<file path="src/rtl/fnd_pkg.sv">
// Shared definitions for the FND scan controller: register map, scan states, font table.
package fnd_pkg;

  localparam logic [1:0] ADDR_FCR = 2'd0;
  localparam logic [1:0] ADDR_FDR = 2'd1;
  localparam logic [1:0] ADDR_FMR = 2'd2;
  localparam logic [1:0] ADDR_FPR = 2'd3;

  typedef enum logic [1:0] {
    DIG0 = 2'd0,
    DIG1 = 2'd1,
    DIG2 = 2'd2,
    DIG3 = 2'd3
  } scan_state_t;

  // Active-low seven-segment glyphs; bit7 (dp) is left off in every entry.
  function automatic logic [7:0] font_lut(input logic [3:0] value);
    logic [7:0] seg;
    case (value)
      4'h0:    seg = 8'hC0;
      4'h1:    seg = 8'hF9;
      4'h2:    seg = 8'hA4;
      4'h3:    seg = 8'hB0;
      4'h4:    seg = 8'h99;
      4'h5:    seg = 8'h92;
      4'h6:    seg = 8'h82;
      4'h7:    seg = 8'hF8;
      4'h8:    seg = 8'h80;
      4'h9:    seg = 8'h90;
      4'hA:    seg = 8'h88;
      4'hB:    seg = 8'h83;
      4'hC:    seg = 8'hC6;
      4'hD:    seg = 8'hA1;
      4'hE:    seg = 8'h86;
      default: seg = 8'h8E;
    endcase
    return seg;
  endfunction

  function automatic scan_state_t next_digit(input scan_state_t state);
    scan_state_t nxt;
    case (state)
      DIG0:    nxt = DIG1;
      DIG1:    nxt = DIG2;
      DIG2:    nxt = DIG3;
      default: nxt = DIG0;
    endcase
    return nxt;
  endfunction

endpackage

</file>
<file path="src/rtl/fnd_prescaler.sv">
// Digit-slot prescaler: counts 0..DIV-1 while enabled and pulses tick on the last count.
module fnd_prescaler #(
  parameter int DIV = 100000
) (
  input  logic clk,
  input  logic rst,
  input  logic enable,
  input  logic clear,
  output logic tick
);

  localparam int CW = $clog2(DIV);
  localparam logic [CW-1:0] LAST = CW'(DIV - 1);

  logic [CW-1:0] count_reg;

  assign tick = enable && (count_reg == LAST);

  always_ff @(posedge clk or posedge rst) begin
    if (rst) begin
      count_reg <= '0;
    end else if (clear) begin
      count_reg <= '0;
    end else if (enable) begin
      count_reg <= tick ? '0 : count_reg + 1'b1;
    end
  end

endmodule

</file>
<file path="src/rtl/fnd_scan_ctrl.sv">
// APB-programmed 4-digit seven-segment scan controller (one APB wait state).
// Optional per-digit decimal point register enabled by defining FND_DOT_EN.
module fnd_scan_ctrl
  import fnd_pkg::*;
#(
  parameter int REFRESH_DIV = 100000
) (
  input  logic        PCLK,
  input  logic        PRESET,
  input  logic [3:0]  PADDR,
  input  logic [31:0] PWDATA,
  input  logic        PWRITE,
  input  logic        PENABLE,
  input  logic        PSEL,
  output logic [31:0] PRDATA,
  output logic        PREADY,
  output logic [3:0]  fnd_comm,
  output logic [7:0]  fnd_font
);

  logic        access, wr_commit, rd_load;
  logic        ready_reg;
  logic [31:0] prdata_reg, rdata_next;
  logic        en_reg;
  logic [15:0] fdr_reg;
  logic [3:0]  fmr_reg;
  logic [3:0]  fpr;
  logic        dot;
  scan_state_t state_reg, state_next;
  logic [1:0]  state_idx;
  logic        slot_tick;
  logic [3:0]  state_hot, digit_on;
  logic [3:0]  nibble;
  logic [7:0]  glyph;
  logic [3:0]  comm_reg, comm_next;
  logic [7:0]  font_reg, font_next;
  logic        unused_ok;

  // The access phase is accepted only while PREADY is low, giving a single wait state.
  assign access    = PSEL & PENABLE & ~ready_reg;
  assign wr_commit = access & PWRITE;
  assign rd_load   = access & ~PWRITE;

  always_ff @(posedge PCLK or posedge PRESET) begin
    if (PRESET) begin
      ready_reg  <= 1'b0;
      prdata_reg <= '0;
    end else begin
      ready_reg <= access;
      if (rd_load) prdata_reg <= rdata_next;
    end
  end

  always_ff @(posedge PCLK or posedge PRESET) begin
    if (PRESET) begin
      en_reg  <= 1'b0;
      fdr_reg <= '0;
      fmr_reg <= '0;
    end else if (wr_commit) begin
      case (PADDR[3:2])
        ADDR_FCR: en_reg  <= PWDATA[0];
        ADDR_FDR: fdr_reg <= PWDATA[15:0];
        ADDR_FMR: fmr_reg <= PWDATA[3:0];
        default:  ;
      endcase
    end
  end

`ifdef FND_DOT_EN
  logic [3:0] fpr_reg;

  always_ff @(posedge PCLK or posedge PRESET) begin
    if (PRESET) begin
      fpr_reg <= '0;
    end else if (wr_commit && (PADDR[3:2] == ADDR_FPR)) begin
      fpr_reg <= PWDATA[3:0];
    end
  end

  assign fpr = fpr_reg;
  assign dot = ~|(fpr & state_hot);
`else
  assign fpr = '0;
  assign dot = 1'b1;
`endif

  always_comb begin
    rdata_next = '0;
    case (PADDR[3:2])
      ADDR_FCR: rdata_next[0]    = en_reg;
      ADDR_FDR: rdata_next[15:0] = fdr_reg;
      ADDR_FMR: rdata_next[3:0]  = fmr_reg;
      ADDR_FPR: rdata_next[3:0]  = fpr;
      default:  ;
    endcase
  end

  // Holding the prescaler in clear while disabled makes the first slot after enable full length.
  fnd_prescaler #(
    .DIV (REFRESH_DIV)
  ) u_prescaler (
    .clk    (PCLK),
    .rst    (PRESET),
    .enable (en_reg),
    .clear  (~en_reg),
    .tick   (slot_tick)
  );

  always_comb begin
    state_next = state_reg;
    if (!en_reg) begin
      state_next = DIG0;
    end else if (slot_tick) begin
      state_next = next_digit(state_reg);
    end
  end

  always_ff @(posedge PCLK or posedge PRESET) begin
    if (PRESET) state_reg <= DIG0;
    else        state_reg <= state_next;
  end

  assign state_idx = state_reg;

  genvar gi;
  generate
    for (gi = 0; gi < 4; gi++) begin : g_digit
      assign state_hot[gi] = (state_idx == 2'(gi));
    end
  endgenerate

  assign digit_on  = state_hot & fmr_reg & {4{en_reg}};
  assign nibble    = fdr_reg[{state_idx, 2'b00} +: 4];
  assign glyph     = font_lut(nibble);
  assign comm_next = ~digit_on;
  assign font_next = (|digit_on) ? {dot, glyph[6:0]} : 8'hFF;

  always_ff @(posedge PCLK or posedge PRESET) begin
    if (PRESET) begin
      comm_reg <= 4'b1111;
      font_reg <= 8'hFF;
    end else begin
      comm_reg <= comm_next;
      font_reg <= font_next;
    end
  end

  assign PREADY   = ready_reg;
  assign PRDATA   = prdata_reg;
  assign fnd_comm = comm_reg;
  assign fnd_font = font_reg;

  assign unused_ok = ^{PWDATA[31:16], PADDR[1:0], glyph[7]};

endmodule

</file>
<file path="config.mk">
export PLATFORM = sky130hd
export DESIGN_NAME = fnd_scan_ctrl
export DESIGN_NICKNAME = d
export VERILOG_FILES = /design/src/rtl/fnd_pkg.sv /design/src/rtl/fnd_prescaler.sv /design/src/rtl/fnd_scan_ctrl.sv
export SDC_FILE = /design/constraint.sdc
export NUM_CORES = 1
export LEC_CHECK = 0
export CORE_MARGIN = 2
export CORE_UTILIZATION = 49
export CTS_CLUSTER_DIAMETER = 200
export DETAILED_ROUTE_END_ITERATION = 10
export PLACE_DENSITY = 0.8
export SLEW_MARGIN = 10
export SYNTH_ARGS = -nofsm -noshare
export SYNTH_HDL_FRONTEND = slang
export SYNTH_SLANG_ARGS = --single-unit
</file>
<file path="constraint.sdc">
create_clock -name PCLK -period 2.8 [get_ports PCLK]
set_input_delay 0.7 -clock PCLK [delete_from_list [all_inputs] [get_ports PCLK]]
set_output_delay 0.7 -clock PCLK [all_outputs]
set_load 0.03 [all_outputs]
</file>
### Routing congestion map, run 1

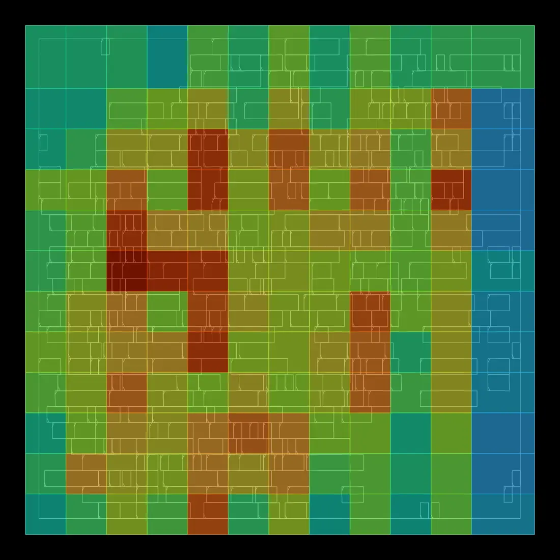
utilization after layout: 60.28%
fraction of met1 tracks used by global routing: 24.55%
Avg WL per Cell: 14.83 um
met3 track utilization from global routing: 6.286%

### Sequential cells coloured by netlist name, run 1

Scale: 6 px per um. Other sequential cells in the stronger grey, the rest of the logic in the fainter grey.
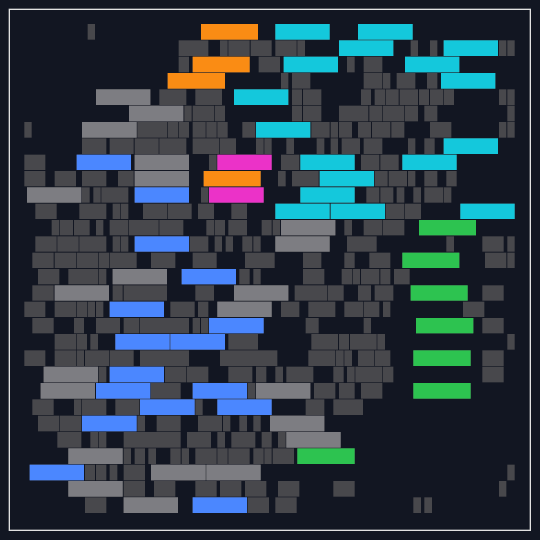
Key: cyan = `u_prescaler.count_reg` [sequential cells 17]; green = `fnd_font` [sequential cells 7]; blue = `fdr_reg` [sequential cells 16]; orange = `fnd_comm` [sequential cells 4, where top centre]; magenta = `state_idx` [sequential cells 2]

### The metal 2 layer, run 1

Scale: 3 px per um.
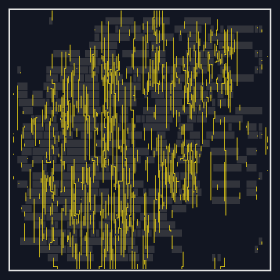
332 nets have wire on it. The longest straight run is 31.6 um. The layer carries 3060 um of wire. The layer holds 47% of the routed length.

### Zoomed window, run 1

Window x 23 to 63, y 41 to 81 um. Cells in grey, sequential cells in the stronger grey; small squares are vias.
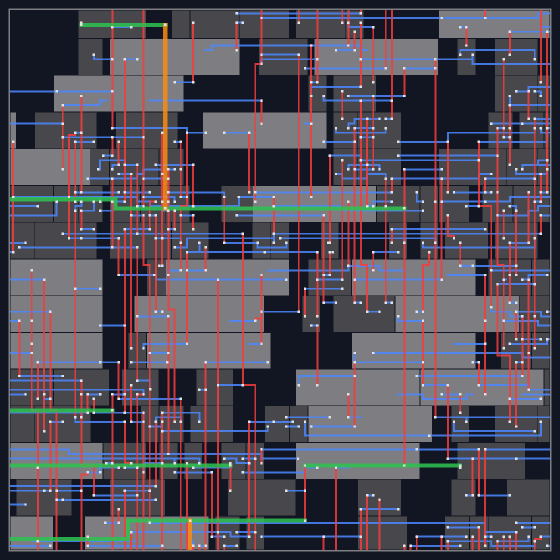
Key: red = metal 2; orange = metal 4; green = metal 3; blue = metal 1
Most frequent: dfrtp_1 (19), nor2_1 (11), nand3_1 (8). 111 logic cells have their middle in the window. Netlist names of flops here include `u_prescaler.count_reg` (9), `fdr_reg` (3), `fmr_reg` (3). Sequential cells in the window: 22.

==> flow_metrics.rpt, run 1 <==
==== FLOW RESULTS ====
----------------------------------------------------
[Floorplanning]
  Die extent in y ........................ 86.60 um
  Num ports ........................ 86
  Die width ........................ 86.60 um
  Floorplan core density ........................ 50.04%
  Floorplan row count ........................ 30
  Die footprint ........................ 7500 um^2

[Pwr]
  Total power after layout ........................ 0.002556 W
  Fraction of power spent switching nets ........................ 32.08%
  Pwr Density ........................ 634.6 nW/um^2

[Final timing]
  Final Hold Vio Count ........................ 0
  Worst-case setup margin in the final layout ........................ 549.9 ps
  Total of endpoints with negative setup slack in the final report ........................ 0
  Max Slew Vio Count ........................ 0
  Peak clock frequency supported by timing ........................ 444.4 MHz
  Fraction of the cycle the final worst path needs ........................ 80.36%
  Max_slew headroom ........................ 43.81%
  Clock period minus final worst setup slack ........................ 2250 ps
  Hold_ws ........................ 479.9 ps
  Setup_tns ........................ 0 ps

[Synth]
  Adder and majority cell fraction of the synthesized area ........................ 5.614%
  Post-synth seq share ........................ 51.31%
  Total of warnings raised by yosys ........................ 0
  Largest family of logic cells by area ........................ simple AND/OR/NAND/NOR gates
  And+or+nand+nor area frac ........................ 14.18%
  Mean Syn Cell Area ........................ 11.07 um^2
  Post-synth tally of flip-flops with integrated enable ........................ 0
  Most numerous cell in the Yosys netlist ........................ sky130_fd_sc_hd__dfrtp_1
  Area of the mapped netlist ........................ 3343 um^2
  Area fraction in compound gates ........................ 6.999%
  Main area contributors ........................ sky130_fd_sc_hd__dfrtp_1 (43%), sky130_fd_sc_hd__dfstp_2 (8.6%), sky130_fd_sc_hd__mux2_2 (7.1%), sky130_fd_sc_hd__ha_1 (5.6%), sky130_fd_sc_hd__nand2_1 (4.5%)

[Setup path]
  Critical Setup Path Class ........................ flip-flop to output port
  Slowest cell on the critical path ........................ sky130_fd_sc_hd__clkdlybuf4s50_1
  Nature of the critical path startpoint ........................ flip-flop
  WP data arrival ........................ 1550 ps
  Slack of the worst reg-to-reg path ........................ 640 ps
  Capturing element type of the critical path ........................ output port

[Finish]
  Final #Nets ........................ 410
  Number of flip-flops under the largest register name ........................ 17
  Cell Count, Final, Fillers Out ........................ 438
  Diodes inserted ........................ 0
  Relative area change from synthesis to final layout ........................ 20.47%

[Detailed routing]
  Avg Vias per Cell ........................ 5.217
  Routed Wire Length ........................ 6494 um
  Number of DRC markers after the initial detailed-route iteration ........................ 110
  DRC violations left ........................ 0
  Iteration tally of the first detailed-router pass ........................ 4

[GRT]
  Wire length of the first global-routing pass ........................ 10570 um
  Via count of the first global-routing pass ........................ 2251
  Total overflow reported by the global router ........................ 0
  Pin count of the biggest net entering global routing ........................ 33

[Clock tree]
  Post-CTS clock slew at the launch and capture registers of the worst setup and hold paths ........................ 80 ps
  Count of instances resized after the clock tree is built ........................ 0
  Hold-fix buffers at CTS ........................ 0
  Depth of the CTS H-tree ........................ 3
  Clock Root Buffer ........................ sky130_fd_sc_hd__clkbuf_8
  Sink count of the clock tree ........................ 68
  CTS tree ........................ done
  Buffer depth of the longest clock path ........................ 2
  Later-pin clock latency in the skew report ........................ 350 ps

[Place]
  Total instance count after detailed placement ........................ 423
  HPWL after DPL ........................ 4852 um
  Pre-CTS setup slack ........................ 397.3 ps
  Buffers added on ports ........................ 50
  RePlAce Congestion ........................ 0.8896

[Run]
  Tool warnings ........................ 55

[Run status]
  Result of the run ........................ finished, final reports clean

[Min path]
  Class of the tightest hold or removal check ........................ flip-flop to flip-flop

----------------------------------------------------
[run 1: metrics by stage]
stage / util (%) / cell area (um^2)
after floorplan: - / 3400
after global placement: 57.79 / 3861
after detailed placement: 57.79 / 3861
after CTS: 60.28 / 4028
after global routing: 60.28 / 4028
final: 60.28 / 4028
[run 1: layout make-up]
class | count | area (um^2) | share of cell area, %
timing repair buffer | 56 | 558.0 | 13.86
clock buffer | 10 | 137.6 | 3.417
inverter | 11 | 41.29 | 1.025
tap | 80 | 100.1 | 2.485
sequential | 68 | 1715 | 42.59
multi-input combinational | 208 | 1446 | 35.91
clock inverter | 5 | 28.78 | 0.7145
[run 1: power by group through the flow]
| stage | sequential, W | combinational (W) | clock [W] |
|---|---|---|---|
| 3_5_place_dp | 0.00124 | 0.000637 | 0 |
| 6_report | 0.00122 | 0.000632 | 0.000701 |
| 2_1_floorplan | 0.00130 | 0.000363 | 0 |
| 4_1_cts | 0.00122 | 0.000638 | 0.000716 |
| 5_1_grt | 0.00124 | 0.000689 | 0.000763 |
| 3_3_place_gp | 0.00123 | 0.000610 | 0 |
[run 1: metal layers]
layer  up-vias  wire [um]  GRT usage, %
met2        69       3056         28.39
met5         -          0             0
li1       1107          -             -
met4         0        116         7.102
met1      1097       2974         24.55
met3        12        346         6.286
[run 1: worst reg2reg max path: stages (launching register included)]
cell                       delay, ps
sky130_fd_sc_hd__dfrtp_1         550
sky130_fd_sc_hd__mux4_1          700
sky130_fd_sc_hd__ha_1            260
sky130_fd_sc_hd__or3b_1          390
sky130_fd_sc_hd__o221ai_2         70
sky130_fd_sc_hd__nand2_1          90
[run 1: cells in the final DEF (no fill, tap or decap), drive strengths merged, types with 3 or more instances in the layout]
cell type and instances:
a22o 3, nand3 10, xnor2 3, nor2 18, xor2 11, dfrtp 57
and4 4, nand2 40, clkdlybuf4s50 50, a211oi 3, clkbuf 10, o221ai 5
ha 15, dfstp 11, conb 17, mux2i 3, nand4 9, or3 3
mux2 21, o21ai 19, inv 11, mux4 4, a21oi 5, clkinv 5
buf 6
[run 1: cell families (layout without fill, tap and decap cells)]
logic type               after synthesis  after routing
adder cells (fa/ha/maj)               15             15
buffers and inverters                 41             82
multiplexers                          28             28
AND-OR/OR-AND                         37             37
XOR/XNOR                              14             14
flip-flops                            68             68
AND/OR/NAND/NOR                       97             97
other                                  2             17
[run 1: worst paths after layout]
path,start,endpoint,cells after the start
min in group asynchronous,PRESET,u_prescaler.count_reg[11]$_DFF_PP0_,2
min reg2reg,PRDATA[3]$_DFFE_PP0P_,PRDATA[3]$_DFFE_PP0P_,2
max reg2reg,state_idx[0]$_DFFE_PP0P_,fnd_font[0]$_DFF_PP1_,5
max in group asynchronous,PRESET,fnd_font[4]$_DFF_PP1_,3
max,fnd_comm[2]$_DFF_PP1_,fnd_comm[2],1
min,PRDATA[3]$_DFFE_PP0P_,PRDATA[3]$_DFFE_PP0P_,2
### Logic cells by family, run 1

Scale: 6 px per um.
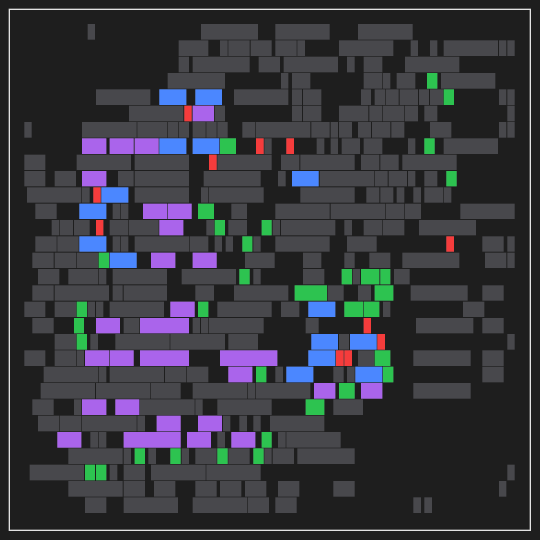

==> inputs of run 2 (changes only) <==
- CORE_UTILIZATION: 49 -> 44
- PLACE_DENSITY: 0.8 -> 0.76
- clock period: 2.8 -> 1.9 ns (I/O delays scaled with it)
### Logic cells by family, run 2

Scale: 4 px per um.
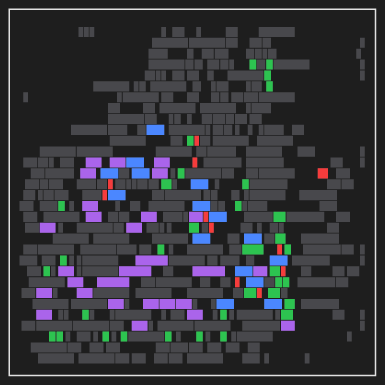
Key: green = inverting AOI/OAI gates [cells 34, where widely spread]; purple = multiplexers [cells 28]; red = inverters [cells 11]; blue = adder and majority cells [cells 15]
Cell Count, Final, Fillers Out: 474
most used logic cell in the final layout: sky130_fd_sc_hd__dfrtp_1

==> flow_metrics.rpt, run 2 <==
==== FLOW RESULTS ====
----------------------------------------------------
[Synth]
  Cells in synth_stat.txt ........................ 302
  Mean Syn Cell Area ........................ 11.07 um^2
  Yosys cell types ........................ 39
  Area of the mapped netlist ........................ 3343 um^2
  Chip area line of the yosys report ........................ 3343 um^2
  Post-synth tally of flip-flops with integrated enable ........................ 0
  Top cells by count ........................ sky130_fd_sc_hd__dfrtp_1 (57), sky130_fd_sc_hd__nand2_1 (40), sky130_fd_sc_hd__mux2_2 (21)
  Number of flip-flops and latches in the synthesized netlist ........................ 68
  Most common reg cell ........................ sky130_fd_sc_hd__dfrtp_1
  Total of warnings raised by yosys ........................ 0
  Cell type with the largest total area after synthesis ........................ sky130_fd_sc_hd__dfrtp_1
  Post-synth seq share ........................ 51.31%
  Share of the synthesized area in the top cell type ........................ 42.66%
  Most numerous cell in the Yosys netlist ........................ sky130_fd_sc_hd__dfrtp_1
  Number of instances in the synthesized netlist ........................ 302
  Main area contributors ........................ sky130_fd_sc_hd__dfrtp_1 (43%), sky130_fd_sc_hd__dfstp_2 (8.6%), sky130_fd_sc_hd__mux2_2 (7.1%), sky130_fd_sc_hd__ha_1 (5.6%), sky130_fd_sc_hd__nand2_1 (4.5%)
  Async set-or-reset flop fraction in the synthesized netlist ........................ 100.0%

[Finish]
  Highest-count cells in the layout ignoring fill and taps ........................ sky130_fd_sc_hd__dfrtp_1 (57), sky130_fd_sc_hd__nand2_1 (40), sky130_fd_sc_hd__clkdlybuf4s50_1 (32)
  Fill cells ........................ 654
  Gate Area ........................ 1439 um^2
  Share of layout cells above drive strength 1 ........................ 20.53%
  FF+latch area ........................ 1715 um^2
  Diodes inserted ........................ 0
  Final #Nets ........................ 426
  Number of flip-flops under the largest register name ........................ 17
  Relative area change from synthesis to final layout ........................ 26.01%

[Clock tree]
  Sink count of the clock tree ........................ 68
  Buffer depth of the longest clock path ........................ 2
  Post-CTS clock slew at the launch and capture registers of the worst setup and hold paths ........................ 70 ps
  TritonCTS Buffers ........................ 9
  Hold-fix buffers at CTS ........................ 0
  CTS tree ........................ done
  Depth of the CTS H-tree ........................ 3
  Later-pin clock latency in the skew report ........................ 340 ps
  Clock Root Buffer ........................ sky130_fd_sc_hd__clkbuf_8

[GRT]
  Wire length of the first global-routing pass ........................ 11260 um
  Total overflow reported by the global router ........................ 0
  Via count of the first global-routing pass ........................ 2368
  Overall fraction of global-route tracks in use ........................ 16.95%
  Pin count of the biggest net entering global routing ........................ 33
  Antenna violations before repair ........................ 0

[Setup path]
  Nature of the critical path startpoint ........................ flip-flop
  Buffer-and-inverter tally for the worst setup path ........................ 1
  Worst path top cell family by delay ........................ buffers and inverters
  Required time worst endpoint ........................ 1420 ps
  Slowest cell on the critical path ........................ sky130_fd_sc_hd__clkdlybuf4s50_1
  WP data arrival ........................ 1390 ps
  Critical Setup Path Class ........................ flip-flop to output port
  Largest driver fanout on the critical path ........................ 2
  Cells along the critical path ........................ clkdlybuf4s50_1
  Capturing element type of the critical path ........................ output port

[Final timing]
  Hold_ws ........................ 474.7 ps
  RSZ-0062 raised after global routing ........................ yes
  Final Hold Vio Count ........................ 0
  Clock period minus final worst setup slack ........................ 1862 ps
  Setup_tns ........................ 0 ps
  Peak clock frequency supported by timing ........................ 537.2 MHz
  Max Slew Vio Count ........................ 0
  Clock skew ........................ 8.444 ps
  Fraction of the cycle the final worst path needs ........................ 97.97%
  Total of endpoints with negative setup slack in the final report ........................ 0

[Detailed routing]
  Routed Wire Length ........................ 6654 um
  DRC violations left ........................ 0
  Iteration tally of the first detailed-router pass ........................ 4
  Remaining number of nets flagged by the antenna check after routing ........................ 0
  Vias ........................ 2366
  Number of DRC markers after the initial detailed-route iteration ........................ 148
  Avg WL per Cell ........................ 14.04 um
  Avg Vias per Cell ........................ 4.992

[Pwr]
  Total power after layout ........................ 0.003858 W
  Worst vdd rail ir drop ........................ 0.0004807 V
  Pwr Density ........................ 915.8 nW/um^2
  Static power due to leakage ........................ 1.923 nW

[Run status]
  Result of the run ........................ finished, final reports clean

[Place]
  Buffers added on ports ........................ 50
  HPWL after DPL ........................ 5036 um
  RePlAce Congestion ........................ 0.8231
  Total instance count after detailed placement ........................ 457

[Floorplanning]
  Num ports ........................ 86
  Floorplan row count ........................ 31
  Die extent in y ........................ 91.17 um
  Die width ........................ 91.17 um
  Floorplan core density ........................ 45.85%
  Die footprint ........................ 8311 um^2
  Core Region ........................ 7292 um^2

[Min path]
  Class of the tightest hold or removal check ........................ flip-flop to flip-flop

[Run]
  Tool warnings ........................ 56
  Max-Cap Viols ........................ 0

----------------------------------------------------
-- run 2: area by class of cell --
cell class | instances | area share [%]
Inverter | 11 | 1.069
Tap cell | 99 | 2.940
Clock buffer | 10 | 3.267
Clock inverter | 6 | 1.158
Sequential cell | 68 | 40.72
Timing Repair Buffer | 72 | 16.69
Multi-Input combinational cell | 208 | 34.16
-- run 2: power by group --
part,internal (W),switching [W]
clock network,0.000517,0.000585
logic,0.000418,0.000537
registers,0.00166,0.000142
total,0.00259,0.00126
-- run 2: kinds of logic after synthesis --
family | Yosys count | synth area share (%)
flops | 68 | 51.31
xor+xnor | 14 | 3.668
other cells | 2 | 0.2246
compound gates | 37 | 6.998
mux | 28 | 10.89
simple gates | 97 | 14.18
buf+inv | 41 | 7.111
fa+ha+maj | 15 | 5.614
-- run 2: final timing paths --
path	slack (ps)	endpoint	cells past startpoint	start
setup reg to reg	70	fnd_font[0]$_DFF_PP1_	5	state_idx[1]$_DFFE_PP0P_
min in group asynchronous	510	u_prescaler.count_reg[6]$_DFF_PP0_	2	PRESET
max in group asynchronous	870	fnd_comm[3]$_DFF_PP1_	3	PRESET
setup / recovery	40	PRDATA[3]	1	PRDATA[3]$_DFFE_PP0P_
hold reg to reg	470	PREADY$_DFF_PP0_	1	PREADY$_DFF_PP0_
hold / removal	470	PREADY$_DFF_PP0_	1	PREADY$_DFF_PP0_
-- run 2: timing repair --
item	in CTS	in global routing
setup endpoints to repair	12	10
gates resized	12	7
pin swaps	0	0
buffers inserted	0	1
gates cloned	0	0
-- run 2: per-stage QoR --
stage               area [um^2]  util, %  setup WS, ps
floorplan                  3396        -         30.69
global placement           4019    55.11        -140.9
detailed placement         4019    55.11        -155.1
CTS                        4190    57.46        0.8105
global route               4213    57.77        -4.214
finish                     4213    57.77         38.49
-- run 2: per-layer routing --
metal	part of all wire (%)	GRT usage [%]	vias up
li1	-	-	1148
met1	49	24.55	1138
met2	46	24.94	74
met3	3.9	3.734	6
met4	1.0	6.439	0
met5	0	0	-
### Routing congestion map, run 2

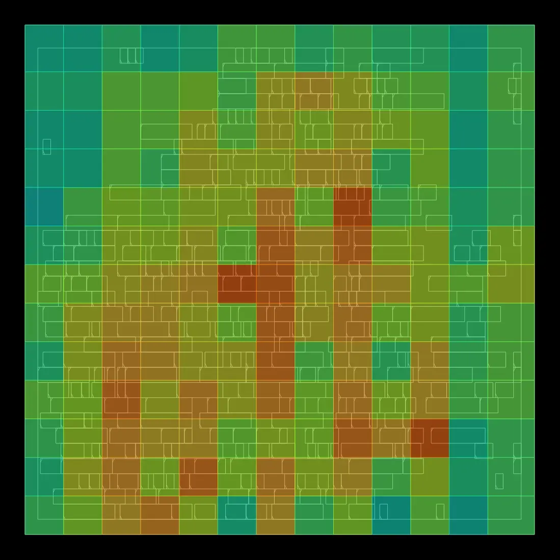

==> inputs of run 3 (changes only) <==
--- a/config.mk
+++ b/config.mk
@@ -7,3 +7,2 @@
 export LEC_CHECK = 0
-export CORE_MARGIN = 2
 export CORE_UTILIZATION = 44
==> constraint.sdc (replaced) <==
create_clock -name PCLK -period 1.9 [get_ports PCLK]
set_input_delay 0.19 -clock PCLK [delete_from_list [all_inputs] [get_ports PCLK]]
set_output_delay 0.19 -clock PCLK [all_outputs]
set_load 0.03 [all_outputs]
### Routing congestion map, run 3

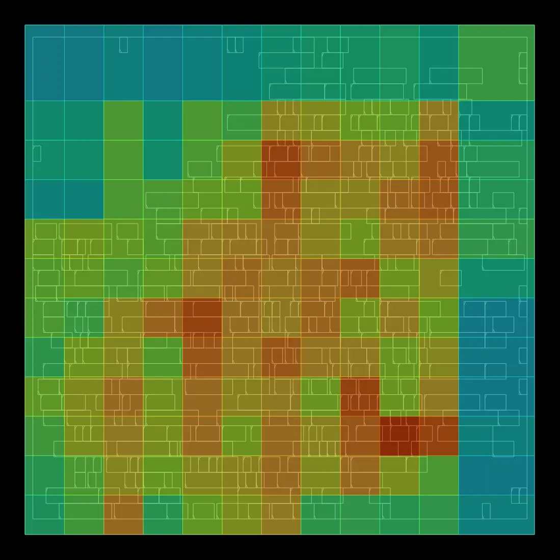
GRT met2 Usage: 27.62%
utilization after layout: 56.95%
met3 track utilization from global routing: 3.693%

==> flow_metrics.rpt, run 3 <==
==== FLOW RESULTS ====
----------------------------------------------------
[Finish]
  Highest-count cells in the layout ignoring fill and taps ........................ sky130_fd_sc_hd__dfrtp_1 (57), sky130_fd_sc_hd__clkdlybuf4s50_1 (50), sky130_fd_sc_hd__nand2_1 (40)
  Share of layout cells above drive strength 1 ........................ 18.85%
  Relative area change from synthesis to final layout ........................ 24.21%
  Number of flip-flops under the largest register name ........................ 17
  Fill cells ........................ 635
  Gate Area ........................ 1441 um^2
  Final #Nets ........................ 417
  Diodes inserted ........................ 0
  FF+latch area ........................ 1715 um^2
  Most used logic cell in the final layout ........................ sky130_fd_sc_hd__dfrtp_1

[Floorplanning]
  Die footprint ........................ 7950 um^2
  Die extent in y ........................ 89.17 um
  Die width ........................ 89.17 um
  Floorplan core density ........................ 45.85%
  Num ports ........................ 86
  Core Region ........................ 7292 um^2
  Floorplan row count ........................ 31

[Synth]
  Most numerous cell in the Yosys netlist ........................ sky130_fd_sc_hd__dfrtp_1
  Area of the mapped netlist ........................ 3343 um^2
  Top cells by count ........................ sky130_fd_sc_hd__dfrtp_1 (57), sky130_fd_sc_hd__nand2_1 (40), sky130_fd_sc_hd__mux2_2 (21)
  Mean Syn Cell Area ........................ 11.07 um^2
  Cells in synth_stat.txt ........................ 302
  Main area contributors ........................ sky130_fd_sc_hd__dfrtp_1 (43%), sky130_fd_sc_hd__dfstp_2 (8.6%), sky130_fd_sc_hd__mux2_2 (7.1%), sky130_fd_sc_hd__ha_1 (5.6%), sky130_fd_sc_hd__nand2_1 (4.5%)
  Chip area line of the yosys report ........................ 3343 um^2
  Cell type with the largest total area after synthesis ........................ sky130_fd_sc_hd__dfrtp_1
  Most common reg cell ........................ sky130_fd_sc_hd__dfrtp_1
  Number of flip-flops and latches in the synthesized netlist ........................ 68
  Async set-or-reset flop fraction in the synthesized netlist ........................ 100.0%
  Total of warnings raised by yosys ........................ 0
  Number of instances in the synthesized netlist ........................ 302
  Share of the synthesized area in the top cell type ........................ 42.66%
  Post-synth seq share ........................ 51.31%
  Post-synth tally of flip-flops with integrated enable ........................ 0

[Clock tree]
  Sink count of the clock tree ........................ 68
  Depth of the CTS H-tree ........................ 3
  Post-CTS clock slew at the launch and capture registers of the worst setup and hold paths ........................ 90 ps
  Hold-fix buffers at CTS ........................ 0
  TritonCTS Buffers ........................ 9
  Buffer depth of the longest clock path ........................ 2
  CTS tree ........................ done
  Later-pin clock latency in the skew report ........................ 350 ps
  Clock Root Buffer ........................ sky130_fd_sc_hd__clkbuf_8

[Final timing]
  Fraction of the cycle the final worst path needs ........................ 97.57%
  Worst-case setup margin in the final layout ........................ 46.25 ps
  Final Hold Vio Count ........................ 0
  Setup_tns ........................ 0 ps
  Total of endpoints with negative setup slack in the final report ........................ 0
  Peak clock frequency supported by timing ........................ 539.4 MHz
  Max Slew Vio Count ........................ 0
  Clock period minus final worst setup slack ........................ 1854 ps
  Clock skew ........................ 11.70 ps

[GRT]
  Wire length of the first global-routing pass ........................ 10710 um
  Pin count of the biggest net entering global routing ........................ 69
  Overall fraction of global-route tracks in use ........................ 18.09%
  Antenna violations before repair ........................ 0
  Via count of the first global-routing pass ........................ 2222
  Total overflow reported by the global router ........................ 0

[Detailed routing]
  Routed Wire Length ........................ 6404 um
  DRC violations left ........................ 0
  Number of DRC markers after the initial detailed-route iteration ........................ 100
  Vias ........................ 2323
  Avg WL per Cell ........................ 13.77 um
  Avg Vias per Cell ........................ 4.996
  Remaining number of nets flagged by the antenna check after routing ........................ 0
  Iteration tally of the first detailed-router pass ........................ 4

[Setup path]
  Required time worst endpoint ........................ 2160 ps
  Slowest cell on the critical path ........................ sky130_fd_sc_hd__mux4_2
  Buffer-and-inverter tally for the worst setup path ........................ 0
  Cells along the critical path ........................ mux4_2 > ha_1 > or3b_1 > o221ai_2 > nand2_1
  Largest driver fanout on the critical path ........................ 3
  Nature of the critical path startpoint ........................ flip-flop
  Worst path top cell family by delay ........................ multiplexers
  WP data arrival ........................ 2110 ps
  Critical Setup Path Class ........................ flip-flop to flip-flop

[Pwr]
  Worst vdd rail ir drop ........................ 0.0005832 V
  Static power due to leakage ........................ 1.805 nW
  Total power after layout ........................ 0.004008 W
  Pwr Density ........................ 965.2 nW/um^2

[Run]
  Tool warnings ........................ 55
  Max-Cap Viols ........................ 0

[Place]
  HPWL after DPL ........................ 4573 um
  RePlAce Congestion ........................ 0.7713
  Pre-CTS setup slack ........................ 85.50 ps

[Min path]
  Class of the tightest hold or removal check ........................ input pin to async pin

[Run status]
  Result of the run ........................ finished, final reports clean

----------------------------------------------------
-- run 3: layout make-up --
type                    count  area share [%]
well taps                  99           2.983
multi-input cells         208           34.71
clock buffers               9           2.983
repair buffers             63           15.00
clock inverters             7           2.019
flip-flops and latches     68           41.31
inverters                  11          0.9943
-- run 3: worst reg2reg max path, stage by stage (launching register included) --
cell,delay (ps)
sky130_fd_sc_hd__dfrtp_1,420
sky130_fd_sc_hd__mux4_2,530
sky130_fd_sc_hd__ha_1,270
sky130_fd_sc_hd__or3b_1,400
sky130_fd_sc_hd__o221ai_2,70
sky130_fd_sc_hd__nand2_1,80
-- run 3: cells by family (layout without fill, tap and decap cells) --
logic type                 after synthesis  count (layout)  synth area share [%]
and+or+nand+nor                         97              97                 14.18
buffers and inverters                   41              90                 7.111
DFF                                     68              68                 51.31
xor gates and xnor gates                14              14                 3.668
adders and majority gates               15              15                 5.614
muxes                                   28              28                 10.89
AOI/OAI and AO/OA                       37              37                 6.998
other                                    2              17                0.2246
-- run 3: power by group --
part	switching, W	total (W)	internal (W)
registers	0.000142	0.00180	0.00166
logic	0.000532	0.000974	0.000442
clock network	0.000605	0.00123	0.000628
-- run 3: what timing repair did --
| item | CTS | global route |
|---|---|---|
| endpoints found under the setup margin | 0 | 4 |
| buffers inserted | 0 | 2 |
| gates resized | 0 | 2 |
-- run 3: final timing paths --
path,to,start,slack [ps],cells past startpoint
worst max-delay path,fnd_font[0]$_DFF_PP1_,fdr_reg[13]$_DFFE_PP0P_,50,5
worst min-delay path,state_idx[1]$_DFFE_PP0P_,PRESET,240,3
worst max register to register,fnd_font[0]$_DFF_PP1_,fdr_reg[13]$_DFFE_PP0P_,50,5
worst min register to register,PREADY$_DFF_PP0_,PREADY$_DFF_PP0_,480,1
max in group asynchronous,fnd_comm[3]$_DFF_PP1_,PRESET,1350,3
min in group PCLK,PREADY$_DFF_PP0_,PENABLE,410,3
-- run 3: layer usage --
| layer | vias to the layer above | part of all wire, % | track usage [%] |
|---|---|---|---|
| met5 | - | 0 | 0 |
| met1 | 1127 | 48 | 25.12 |
| met2 | 59 | 47 | 27.62 |
| li1 | 1127 | - | - |
| met3 | 10 | 3.5 | 3.693 |
| met4 | 0 | 1.6 | 7.792 |
-- run 3: through the flow --
stage	cells	hold WS (ps)
after floorplan	317	334.8
after global placement	447	463.1
after detailed placement	447	465.6
after CTS	463	251.1
after global routing	465	283.1
final	465	240.6
Power and IR drop assume default switching activity.
